$ cat src/rtl/rps_pkg.sv
// Shared types for the rock-paper-scissors round sequencer.
// Choice/result encodings match the game core interface.
package rps_pkg;

    typedef enum logic [1:0] {
        CH_ROCK     = 2'b00,
        CH_PAPER    = 2'b01,
        CH_SCISSORS = 2'b10,
        CH_INVALID  = 2'b11
    } choice_t;

    typedef enum logic [1:0] {
        RES_DRAW     = 2'b00,
        RES_P1_WIN   = 2'b01,
        RES_P2_WIN   = 2'b10,
        RES_CORE_ERR = 2'b11
    } result_t;

    typedef enum logic [2:0] {
        IDLE,
        ISSUE,
        WAIT,
        SHOW,
        ERROR
    } state_t;

    localparam logic [1:0] CHOICE_INVALID = 2'b11;

endpackage

$ cat src/rtl/rps_debounce.sv
// Button front end: 2-flop synchronizer, stability counter and debounced level.
// press/rel are one-cycle pulses coincident with the debounced level change.
module rps_debounce #(
    parameter int DEBOUNCE_CYCLES = 16
) (
    input  logic clk,
    input  logic rst_n,
    input  logic raw,
    output logic level,
    output logic press,
    output logic rel
);
    localparam int CW = $clog2(DEBOUNCE_CYCLES);

    logic [1:0]    sync;
    logic [CW-1:0] cnt;
    logic          flip;

    // The level flips on the last of DEBOUNCE_CYCLES consecutive disagreeing cycles.
    assign flip = (sync[1] != level) && (cnt == CW'(DEBOUNCE_CYCLES - 1));

    always_ff @(posedge clk or negedge rst_n) begin
        if (!rst_n) begin
            sync  <= 2'b00;
            cnt   <= '0;
            level <= 1'b0;
            press <= 1'b0;
            rel   <= 1'b0;
        end else begin
            sync  <= {sync[0], raw};
            press <= flip & sync[1];
            rel   <= flip & ~sync[1];
            if (sync[1] == level) begin
                cnt <= '0;
            end else if (flip) begin
                cnt   <= '0;
                level <= sync[1];
            end else begin
                cnt <= cnt + CW'(1);
            end
        end
    end

endmodule

$ cat src/rtl/rps_round_sequencer.sv
// Round sequencer: debounced start, choice latch, start/done handshake with timeout.
// Optional saturating win counters are built only when RPS_SCORE_EN is defined.
module rps_round_sequencer
    import rps_pkg::*;
#(
    parameter int DEBOUNCE_CYCLES = 16,
    parameter int TIMEOUT_CYCLES  = 255,
    parameter int SCORE_W         = 4
) (
    input  logic               clk,
    input  logic               rst_n,
    input  logic               start_btn,
    input  logic [1:0]         player1_sw,
    input  logic [1:0]         player2_sw,
    input  logic               game_done,
    input  logic [1:0]         game_result,
    output logic               game_start,
    output logic [1:0]         player1_choice,
    output logic [1:0]         player2_choice,
    output logic [1:0]         result_q,
    output logic               result_valid,
    output logic               busy,
    output logic               err,
    output logic [SCORE_W-1:0] p1_score,
    output logic [SCORE_W-1:0] p2_score
);
    // state | meaning
    // IDLE  | waiting for a debounced press
    // ISSUE | one-cycle start request to the core
    // WAIT  | waiting for game_done, timeout counter running
    // SHOW  | result held for display until release
    // ERROR | invalid choice, core error or timeout; cleared by release
    localparam int TW = $clog2(TIMEOUT_CYCLES + 1);

    state_t        state, state_nxt;
    logic [TW-1:0] to_cnt;
    logic [3:0]    sw_sync1, sw_sync2;
    logic          btn_level, press, rel;

    rps_debounce #(.DEBOUNCE_CYCLES(DEBOUNCE_CYCLES)) u_debounce (
        .clk   (clk),
        .rst_n (rst_n),
        .raw   (start_btn),
        .level (btn_level),
        .press (press),
        .rel   (rel)
    );

    always_comb begin
        state_nxt = state;
        case (state)
            IDLE: begin
                if (press) begin
                    if (sw_sync2[1:0] == CHOICE_INVALID || sw_sync2[3:2] == CHOICE_INVALID)
                        state_nxt = ERROR;
                    else
                        state_nxt = ISSUE;
                end
            end
            ISSUE: state_nxt = WAIT;
            WAIT: begin
                if (game_done)
                    state_nxt = (game_result == RES_CORE_ERR) ? ERROR : SHOW;
                else if (to_cnt == TW'(TIMEOUT_CYCLES - 1))
                    state_nxt = ERROR;
            end
            SHOW:    if (rel) state_nxt = IDLE;
            ERROR:   if (rel) state_nxt = IDLE;
            default: state_nxt = IDLE;
        endcase
    end

    always_ff @(posedge clk or negedge rst_n) begin
        if (!rst_n) begin
            state          <= IDLE;
            to_cnt         <= '0;
            sw_sync1       <= '0;
            sw_sync2       <= '0;
            player1_choice <= '0;
            player2_choice <= '0;
            result_q       <= '0;
        end else begin
            state    <= state_nxt;
            sw_sync1 <= {player2_sw, player1_sw};
            sw_sync2 <= sw_sync1;
            to_cnt   <= (state == WAIT) ? to_cnt + TW'(1) : '0;
            if (state == IDLE && state_nxt == ISSUE) begin
                player1_choice <= sw_sync2[1:0];
                player2_choice <= sw_sync2[3:2];
            end
            if (state == WAIT && game_done)
                result_q <= game_result;
        end
    end

    assign game_start   = (state == ISSUE);
    assign busy         = (state == ISSUE) || (state == WAIT);
    assign result_valid = (state == SHOW);
    assign err          = (state == ERROR);

`ifdef RPS_SCORE_EN
    always_ff @(posedge clk or negedge rst_n) begin
        if (!rst_n) begin
            p1_score <= '0;
            p2_score <= '0;
        end else if (state == WAIT && state_nxt == SHOW) begin
            if (game_result == RES_P1_WIN && p1_score != '1)
                p1_score <= p1_score + SCORE_W'(1);
            if (game_result == RES_P2_WIN && p2_score != '1)
                p2_score <= p2_score + SCORE_W'(1);
        end
    end
`else
    assign p1_score = '0;
    assign p2_score = '0;
`endif

endmodule
$ cat config.mk
export PLATFORM = sky130hd
export DESIGN_NAME = rps_round_sequencer
export DESIGN_NICKNAME = d
export VERILOG_FILES = /design/src/rtl/rps_pkg.sv /design/src/rtl/rps_debounce.sv /design/src/rtl/rps_round_sequencer.sv
export SDC_FILE = /design/constraint.sdc
export NUM_CORES = 1
export LEC_CHECK = 0
export CAP_MARGIN = 40
export CORE_UTILIZATION = 40
export CTS_BUF_LIST = sky130_fd_sc_hd__clkbuf_8
export CTS_CLUSTER_DIAMETER = 100
export DETAILED_ROUTE_END_ITERATION = 8
export PLACE_DENSITY = 0.72
export SLEW_MARGIN = 15
export SYNTH_ARGS = -nofsm -noshare
export SYNTH_HDL_FRONTEND = slang
export SYNTH_HIERARCHICAL = 1
export SYNTH_SLANG_ARGS = --single-unit
$ cat constraint.sdc
create_clock -name clk -period 2.3 [get_ports clk]
set_input_delay 0.46 -clock clk [delete_from_list [all_inputs] [get_ports clk]]
set_output_delay 0.46 -clock clk [all_outputs]
set_load 0.05 [all_outputs]
==> metrics.log, run 1 <==
[flow] final metrics
[metrics] DR DRC count: 0
[metrics] number of cells on the worst reg-to-reg path: 3
[metrics] gate count after technology mapping: between 100 and 150
[metrics] Syn. warnings: 6
[metrics] f_max: about 460 MHz
[metrics] grt ovf: 0
[metrics] synth unique cells: 34
[metrics] Final Power: 0.001192 W
[metrics] Total Routed Length: 2.174 mm
[metrics] die width: 61.27 µm
[metrics] required time of the critical path: 1.84 ns
[metrics] cell taking the most area after synthesis: dfrtp_1
[metrics] Cell Pwr Density: 698.2 mW/mm²
[metrics] final total negative setup slack: 0 ns
[metrics] number of logged tool warnings: 27
[metrics] Area leader share: 60.55%
[metrics] clock tree buffer depth: 2
[metrics] Post-Synthesis Mean Instance Area: 12.43 µm²
[metrics] worst slew slack as a fraction of its limit: 65.20%
[metrics] fin. max-slew vios: 0
[metrics] total via count after detailed routing: 888
[metrics] topmost layer with routed signal wires: met4
[metrics] H-tree depth: 2
[metrics] I/O pin total: 28
[metrics] commonest cells in the netlist: dfrtp_1, buf_4, nor2_1, mux2_2
[metrics] met1 Resource Use GR: 17.05%
[metrics] worst hold margin: 0.3502 ns
[metrics] max cap viols: 0
[metrics] ys flops: 34
[metrics] total track usage: 14.75%
[metrics] overall die area: between 0.003 and 0.004 mm²
[metrics] largest net degree at the start of global routing: 35
[metrics] share of the yosys chip area belonging to registers: 60.55%
[metrics] half-perimeter wire length after placement: roughly 1.6 mm
[metrics] worst hold path depth: 0
[metrics] minimum setup slack in the final design: 0.1302 ns
[metrics] RD Place Congestion: 0.7545
[metrics] post-synth tally of flip-flops with integrated enable: 0
[metrics] met2 track utilization from global routing: 24.38%
[metrics] prevailing post-synth register cell: dfrtp_1
[metrics] residual antenna-violating net count after detailed routing: 0
[metrics] actual slew at the worst max-slew pin: around 0.52 ns
[metrics] final worst path period share: 94.34%
[metrics] Vias/cell: between 4 and 5
[metrics] master cell of the clock root buffer: clkbuf_8
[metrics] worst hold path type: register to register
[metrics] capturing element type of the critical path: output port
[metrics] type of the worst setup path: register to output port
[metrics] share of post-route cells with drive strength above 1: around 16%
[metrics] clock tree from TritonCTS: yes
[metrics] total count of hold-check failures in the final report: 0
[metrics] run status: finished, final reports clean
[metrics] most used standard cell by instance count after synthesis: dfrtp_1
[metrics] min cycle time layout: 2.170 ns
[metrics] Met2 Wirelength: around 1.1 mm
[metrics] layout overhead on the synthesized area: 21.55%
[metrics] number of placement rows: 21
[metrics] worst supply voltage drop on vdd: 0.4265 mV
[metrics] number of gates given a new drive strength after cts: 0
[metrics] number of antenna violations at the first check in global routing: 0
[metrics] Crit Reg-Reg Startpoint: state[2]
[metrics] number of buffers inserted to repair setup after CTS: 0
[metrics] Vert. Die Dim: 61.27 µm
[metrics] Synth area leaders: dfrtp_1, mux2_2, buf_4
[metrics] cells in synth_stat.txt: 113
[metrics] cell leakage power: 0.7955 nW
[metrics] share of async-settable or async-resettable flops after synthesis: 100.0%
[metrics] setup slack of the most critical reg-to-reg path: between 0.8 and 0.9 ns
[metrics] hold-fix buffers at CTS: 0
[metrics] routed metal-1 wirelength: approximately 960 µm
[metrics] total core area: approximately 0.0034 mm²
[metrics] antenna cells: 0
[metrics] Met3 Routed Length: 95 µm
[metrics] Post-Route Utilization: 50.78%
[metrics] wire length of the first global-routing pass: 3.926 mm
[metrics] Final Instance Area: ~0.0017 mm²
[metrics] clock buffers created by TritonCTS: 5
[metrics] # setup viols final: 0
[metrics] Post-Synthesis Cell Area: 0.001405 mm²
[metrics] floorplan utilization: 41.78%
[metrics] RSZ-0062 raised after global routing: no
[metrics] yosys synthesis chip area: 0.001405 mm²
[metrics] endpoint of the most critical setup path: busy
[metrics] worst path arrival time: approximately 1.7 ns
[metrics] number of DRC markers in iteration 0: 17
[metrics] worst reg2reg endpoint: player1_choice[0]
[metrics] post-place instance area: 0.001627 mm²
[metrics] Buffers on Ports: 19
[metrics] crit path max fanout: 10
## run 1: cells in the final DEF, fill, tap and decap left out, types with 4 or more instances in the layout
cell	count
clkdlybuf4s50_1	15
nor2b_1	4
conb_1	8
nor2_1	8
nor3b_1	4
o21ai_0	4
a21oi_1	4
clkbuf_8	5
nand2_1	4
dfrtp_1	34
mux2_2	6
## run 1: registers in the layout, summed over array words and instances, names as in the netlist, 2 cells and up
name / count
player1_choice: 2
player2_choice: 2
result_q: 2
state: 3
sw_sync1: 4
sw_sync2: 4
to_cnt: 8
u_debounce/cnt: 4
u_debounce/sync: 2
## run 1: power breakdown
part / internal [W] / leakage, nW / switching [W]
Sequential: 0.000621 / 0.449 / 0.0000171
Combinational: 0.0000556 / 0.303 / 0.0000996
Clock: 0.000203 / 0.0438 / 0.000196
Total: 0.000879 / 0.795 / 0.000313
## run 1: logic make-up (layout without fill, tap and decap cells)
| family | Yosys count | count (layout) | synth area share (%) |
|---|---|---|---|
| buf+inv | 12 | 30 | 5.432 |
| compound gates | 17 | 17 | 7.926 |
| flops | 34 | 34 | 60.55 |
| mux | 7 | 7 | 5.876 |
| fa+ha+maj | 3 | 3 | 2.672 |
| other cells | 1 | 8 | 0.2669 |
| simple gates | 34 | 34 | 14.16 |
| xor+xnor | 5 | 5 | 3.117 |
## run 1: critical path, stage by stage, from the launching register on
cell and delay [ns]:
dfrtp_1 0.45, or3b_2 0.59, o21ai_0 0.20, buf_12 0.18
## run 1: final cells by class
cell class / instances / area (µm²)
Clock inverter: 2 / 10.01
Multi-Input combinational cell: 74 / 504.2
Sequential cell: 34 / 850.8
Fill cell: 327 / 1655
Timing Repair Buffer: 20 / 205.2
Inverter: 3 / 11.26
Tap cell: 46 / 57.56
Clock buffer: 5 / 68.82
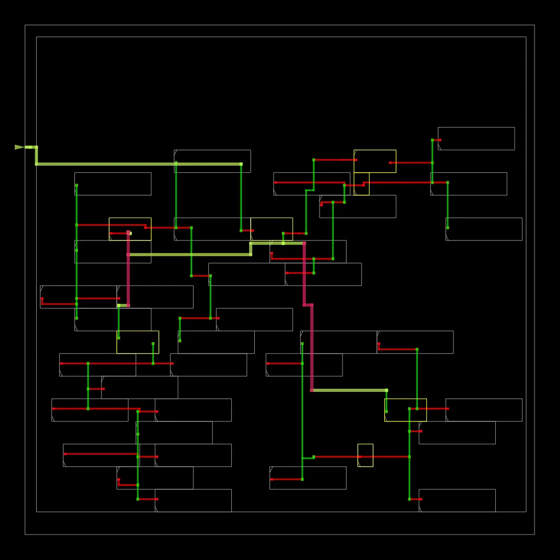
run_1/clocks.png
skew final: 0.003609 ns
power drawn by the clock network: 0.000399 W
clk ins delay skew pair: 0.28 ns
clock buffer instance count of the final layout: 5
number of sinks handled by clock tree synthesis: 34

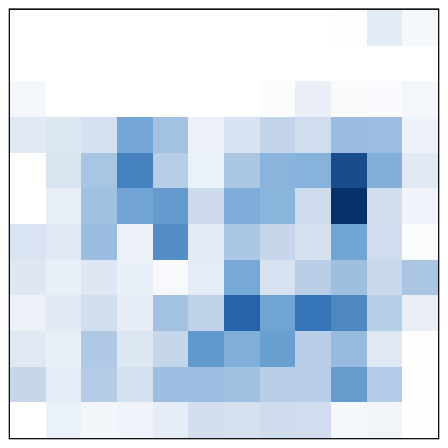
run_1/metal_density.png
The die is cut into 12 by 12 equal tiles; white is low, dark blue is high, scaled to the fullest tile. Values are wire area over tile area, all layers added.
nearly empty tiles = 24%
mean over tiles = 0.091
tiles over half the peak = 11%
fullest tile = 0.44

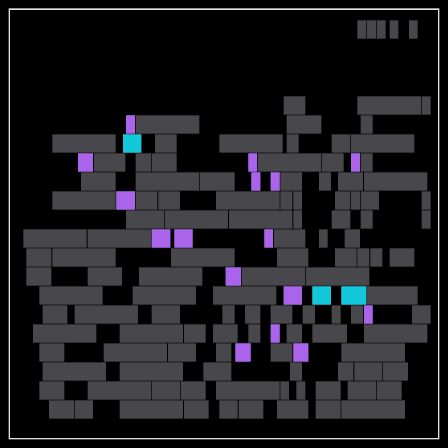
run_1/logic_types.png
cyan -> AND-OR and OR-AND gates  # cells 3
purple -> NOR gates  # cells 16

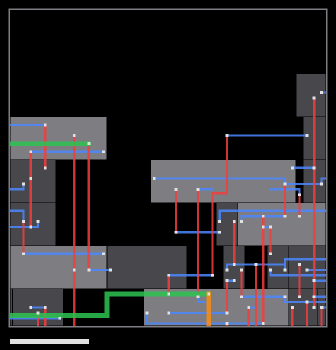
run_1/detail.png
The bar under the picture is 5 µm long. Window x 21 to 41, y 33 to 53 µm. Cells in grey, sequential cells in the stronger grey; small squares are vias.
green -> metal 3
blue -> metal 1
red -> metal 2
orange -> metal 4
most frequent = dfrtp_1 (5), nor2_1 (3), xnor2_1 (3)
cells with their middle in the window = 16
netlist names of flops here include = `to_cnt` (3), `u_debounce/cnt` (2)
sequential cells in the window = 5

run_1/io_placement.png
The bar under the picture is 20 µm long. Pins as bars across the die edge, other pins in grey.
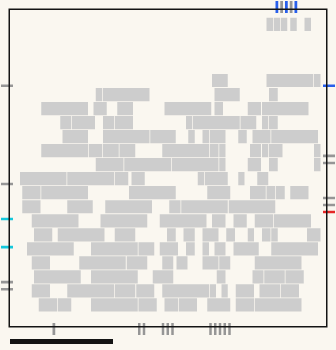

==> run 1 -> run 2 <==
--- a/config.mk
+++ b/config.mk
@@ -6,13 +6,13 @@
 export NUM_CORES = 1
 export LEC_CHECK = 0
 export CAP_MARGIN = 40
+export CORE_ASPECT_RATIO = 0.8
 export CORE_UTILIZATION = 40
 export CTS_BUF_LIST = sky130_fd_sc_hd__clkbuf_8
 export CTS_CLUSTER_DIAMETER = 100
 export DETAILED_ROUTE_END_ITERATION = 8
-export PLACE_DENSITY = 0.72
+export PLACE_DENSITY = 0.71
 export SLEW_MARGIN = 15
 export SYNTH_ARGS = -nofsm -noshare
 export SYNTH_HDL_FRONTEND = slang
-export SYNTH_HIERARCHICAL = 1
 export SYNTH_SLANG_ARGS = --single-unit
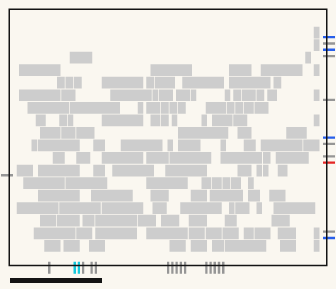
run_2/io_placement.png
The bar under the picture is 20 µm long. Pins as bars across the die edge, other pins in grey.
cyan -> `player2_sw`  # pins 2, direction input, edge bottom
red -> `game_start`  # pins 1, direction output, edge right
blue -> `p1_score`  # pins 4, direction output, edge right
all pins by edge = 16 bottom, 11 right, 1 left
Vert. Die Dim: 55.20 µm
Buffers on Ports: 19

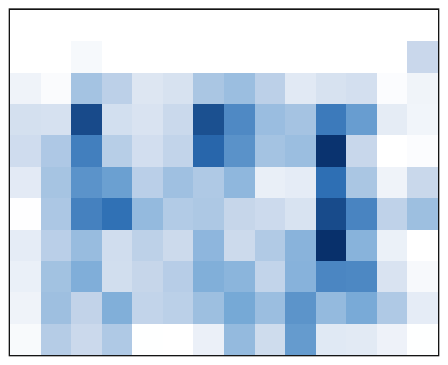
run_2/metal_density.png
The die is cut into 14 by 11 equal tiles; white is low, dark blue is high, scaled to the fullest tile. Values are wire area over tile area, all layers added.
tiles over half the peak = 14%
nearly empty tiles = 22%
mean over tiles = 0.10
fullest tile = 0.38
total via count after detailed routing: 871
total track usage: 16.06%
Total Routed Length: 2.413 mm
WL/cell: 13.41 µm

==> run 2 against run 1 <==
Net effect:
- wire length increased by 11%
- first-iteration DRC count increased to 3.2 times the previous value
- design area increased by 3.5%
- synthesized cell count increased by 0.88%
- flip-flop count unchanged
- via count decreased by 1.9%
- utilization increased by 4.1 points
- sequential share of layout area decreased by 1.7 points
- worst hold slack got worse by 0.00056 ns
- global-route usage increased by 1.3 points
- clock skew increased by 0.0019 ns
- critical path type unchanged
- critical endpoint unchanged
- largest power group is now the clock network
==> metrics.log, run 2 <==
[flow] final metrics
[metrics] switching fraction of total power: 24.05% (-2.2 points)
[metrics] clock tree from TritonCTS: yes
[metrics] synth unique cells: 30 (-12%)
[metrics] wire length of the first global-routing pass: 4.215 mm (+7.4%)
[metrics] number of antenna violations at the first check in global routing: 0 (unchanged)
[metrics] topmost layer with routed signal wires: met4
[metrics] internal power: 0.001114 W (+27%)
[metrics] half-perimeter wire length after placement: 1.741 mm (+11%)
[metrics] number of placement rows: 18 (-14%)
[metrics] actual slew at the worst max-slew pin: 0.5188 ns (-0.001488 ns)
[metrics] run status: finished, final reports clean
[metrics] yosys synthesis chip area: 0.001415 mm² (+0.71%)
[metrics] capturing element type of the critical path: output port
[metrics] Crit Reg-Reg Startpoint: to_cnt[0]
[metrics] gate count after technology mapping: 114 (+0.88%)
[metrics] worst hold path depth: 0 (unchanged)
[metrics] clock tree buffer depth: 2 (unchanged)
[metrics] final total negative setup slack: 0 ns (unchanged)
[metrics] most used standard cell by instance count after synthesis: dfrtp_1
[metrics] worst reg2reg endpoint: to_cnt[6]
[metrics] overall die area: 0.003781 mm² (+0.72%)
[metrics] largest net degree at the start of global routing: 35 (unchanged)
[metrics] met1 Resource Use GR: 21.98% (+4.9 points)
[metrics] Met2 Wirelength: 1.030 mm (-5.3%)
[metrics] I/O pin total: 28 (unchanged)
[metrics] required time of the critical path: 1.84 ns (about the same)
[metrics] commonest cells in the netlist: dfrtp_1, buf_4, nor2_1, mux2_2
[metrics] cell leakage power: 0.8121 nW (+2.1%)
[metrics] H-tree depth: 2 (unchanged)
[metrics] number of cells on the worst reg-to-reg path: 4 (+1)
[metrics] part of the total power dissipated in sequential elements: 43.8% (-9.7 points)
[metrics] largest register by flop count: to_cnt
[metrics] most frequent logic cell in the layout: dfrtp_1
[metrics] total core area: 0.003221 mm² (-4.2%)
[metrics] Area leader share: 60.12% (-0.43 points)
[metrics] minimum setup slack in the final design: 0.2575 ns (+0.1273 ns)
[metrics] skew final: 0.005470 ns (+0.001862 ns)
[metrics] post-synth tally of flip-flops with integrated enable: 0 (unchanged)
[metrics] Syn. warnings: 0 (-6)
[metrics] grt ovf: 0 (unchanged)
[metrics] post-place instance area: 0.001628 mm² (about the same)
[metrics] worst slew slack as a fraction of its limit: 65.30% (+0.10 points)
[metrics] ys flops: 34 (unchanged)
[metrics] crit path max fanout: 10 (unchanged)
[metrics] endpoint of the most critical setup path: busy
[metrics] final worst path period share: 88.80% (-5.5 points)
[metrics] layout overhead on the synthesized area: 24.93%
[metrics] Post-Synthesis Cell Area: 0.001415 mm² (+0.71%)
[metrics] prevailing post-synth register cell: dfrtp_1
[metrics] Post-Synthesis Mean Instance Area: 12.41 µm² (-0.17%)
[metrics] fin. max-slew vios: 0 (unchanged)
[metrics] switching power total: 0.0003526 W (+13%)
[metrics] Logic pwr share: 11.3% (-1.7 points)
[metrics] worst hold path type: register to register
[metrics] master cell of the clock root buffer: clkbuf_8
[metrics] DR DRC count: 0 (unchanged)
[metrics] min cycle time layout: 2.043 ns (-0.1273 ns)
[metrics] RD Place Congestion: 0.7310 (-3.1%)
[metrics] worst supply voltage drop on vdd: 0.5867 mV (+38%)
[metrics] Largest register FFs: 8 (unchanged)
[metrics] Vias/cell: 4.839 (+0.27%)
[metrics] clock buffers created by TritonCTS: 5 (unchanged)
[metrics] setup slack of the most critical reg-to-reg path: 0.99 ns (+0.17 ns)
[metrics] type of the worst setup path: register to output port
[metrics] cells in synth_stat.txt: 114 (+0.88%)
[metrics] number of logged tool warnings: 27 (unchanged)
[metrics] met2 track utilization from global routing: 20.87% (-3.5 points)
[metrics] share of the yosys chip area belonging to registers: 60.12% (-0.43 points)
[metrics] cell taking the most area after synthesis: dfrtp_1
[metrics] share of post-route cells with drive strength above 1: 16.43% (+0.49 points)
[metrics] # setup viols final: 0 (unchanged)
[metrics] RSZ-0062 raised after global routing: no
[metrics] number of sinks handled by clock tree synthesis: 34 (unchanged)
[metrics] f_max: 489.6 MHz (+6.2%)
[metrics] share of async-settable or async-resettable flops after synthesis: 100.0% (unchanged)
[metrics] residual antenna-violating net count after detailed routing: 0 (unchanged)
[metrics] antenna cells: 0 (unchanged)
[metrics] Synth area leaders: dfrtp_1, mux2_2, buf_4
[metrics] number of DRC markers in iteration 0: 55 (+38)
[metrics] Final Instance Area: 0.001768 mm² (+3.5%)
## run 2: cell count changes after synthesis, moves of 2 or more
cell     previous run  this run
nand2_1             4         2
a21o_1              2         0
nand3_2             2         0
a21oi_1             4         6
inv_1               3         5
nand3_1             3         6
or3_1               1         3
## run 2: cell type report
cell class / count / area [µm²]
timing repair buffer: 20 / 205.2
inverter: 5 / 18.77
clock buffer: 5 / 68.82
multi-input combinational: 73 / 505.5
tap: 40 / 50.05
fill: 274 / 1453
sequential: 34 / 850.8
clock inverter: 3 / 68.82
## run 2: power by group through the flow
stage | Clock, W | Combinational, W | Sequential, W
6_report | 0.000658 | 0.000166 | 0.000643
3_5_place_dp | 0 | 0.000168 | 0.000655
4_1_cts | 0.000674 | 0.000168 | 0.000643
5_1_grt | 0.000706 | 0.000180 | 0.000646
3_3_place_gp | 0 | 0.000164 | 0.000651
2_1_floorplan | 0 | 0.000103 | 0.000664
## run 2: per-stage QoR
step                util [%]  power (W)  hold slack, ns  cells
finish                 54.90   0.001466          0.3496    180
global placement       50.54  0.0008153          0.3326    172
CTS                    54.82   0.001486          0.3512    180
detailed placement     50.54  0.0008223          0.3347    172
floorplan                  -  0.0007671          0.1644    121
global route           54.90   0.001531          0.3581    180
## run 2: timing repair
item | 4_1_cts | 5_1_grt
endpoints found under the hold margin | 0 | 0
gates resized | 0 | 1
setup buffers | 0 | 0
endpoints found under the setup margin | 0 | 1
## run 2: critical path: stages (launching register included)
cell      delay, ns
dfrtp_1        0.45
nor2_1         0.21
nand2_1        0.26
nand2b_1       0.21
buf_12         0.15
## run 2: kinds of logic after synthesis
family          synth area share, %
compound gates                7.163
xor+xnor                      3.095
fa+ha+maj                     2.653
buf+inv                       6.366
flops                         60.12
mux                           5.571
other cells                  0.2650
simple gates                  14.77
No activity file was given, so power comes from the tool's default toggle rates.
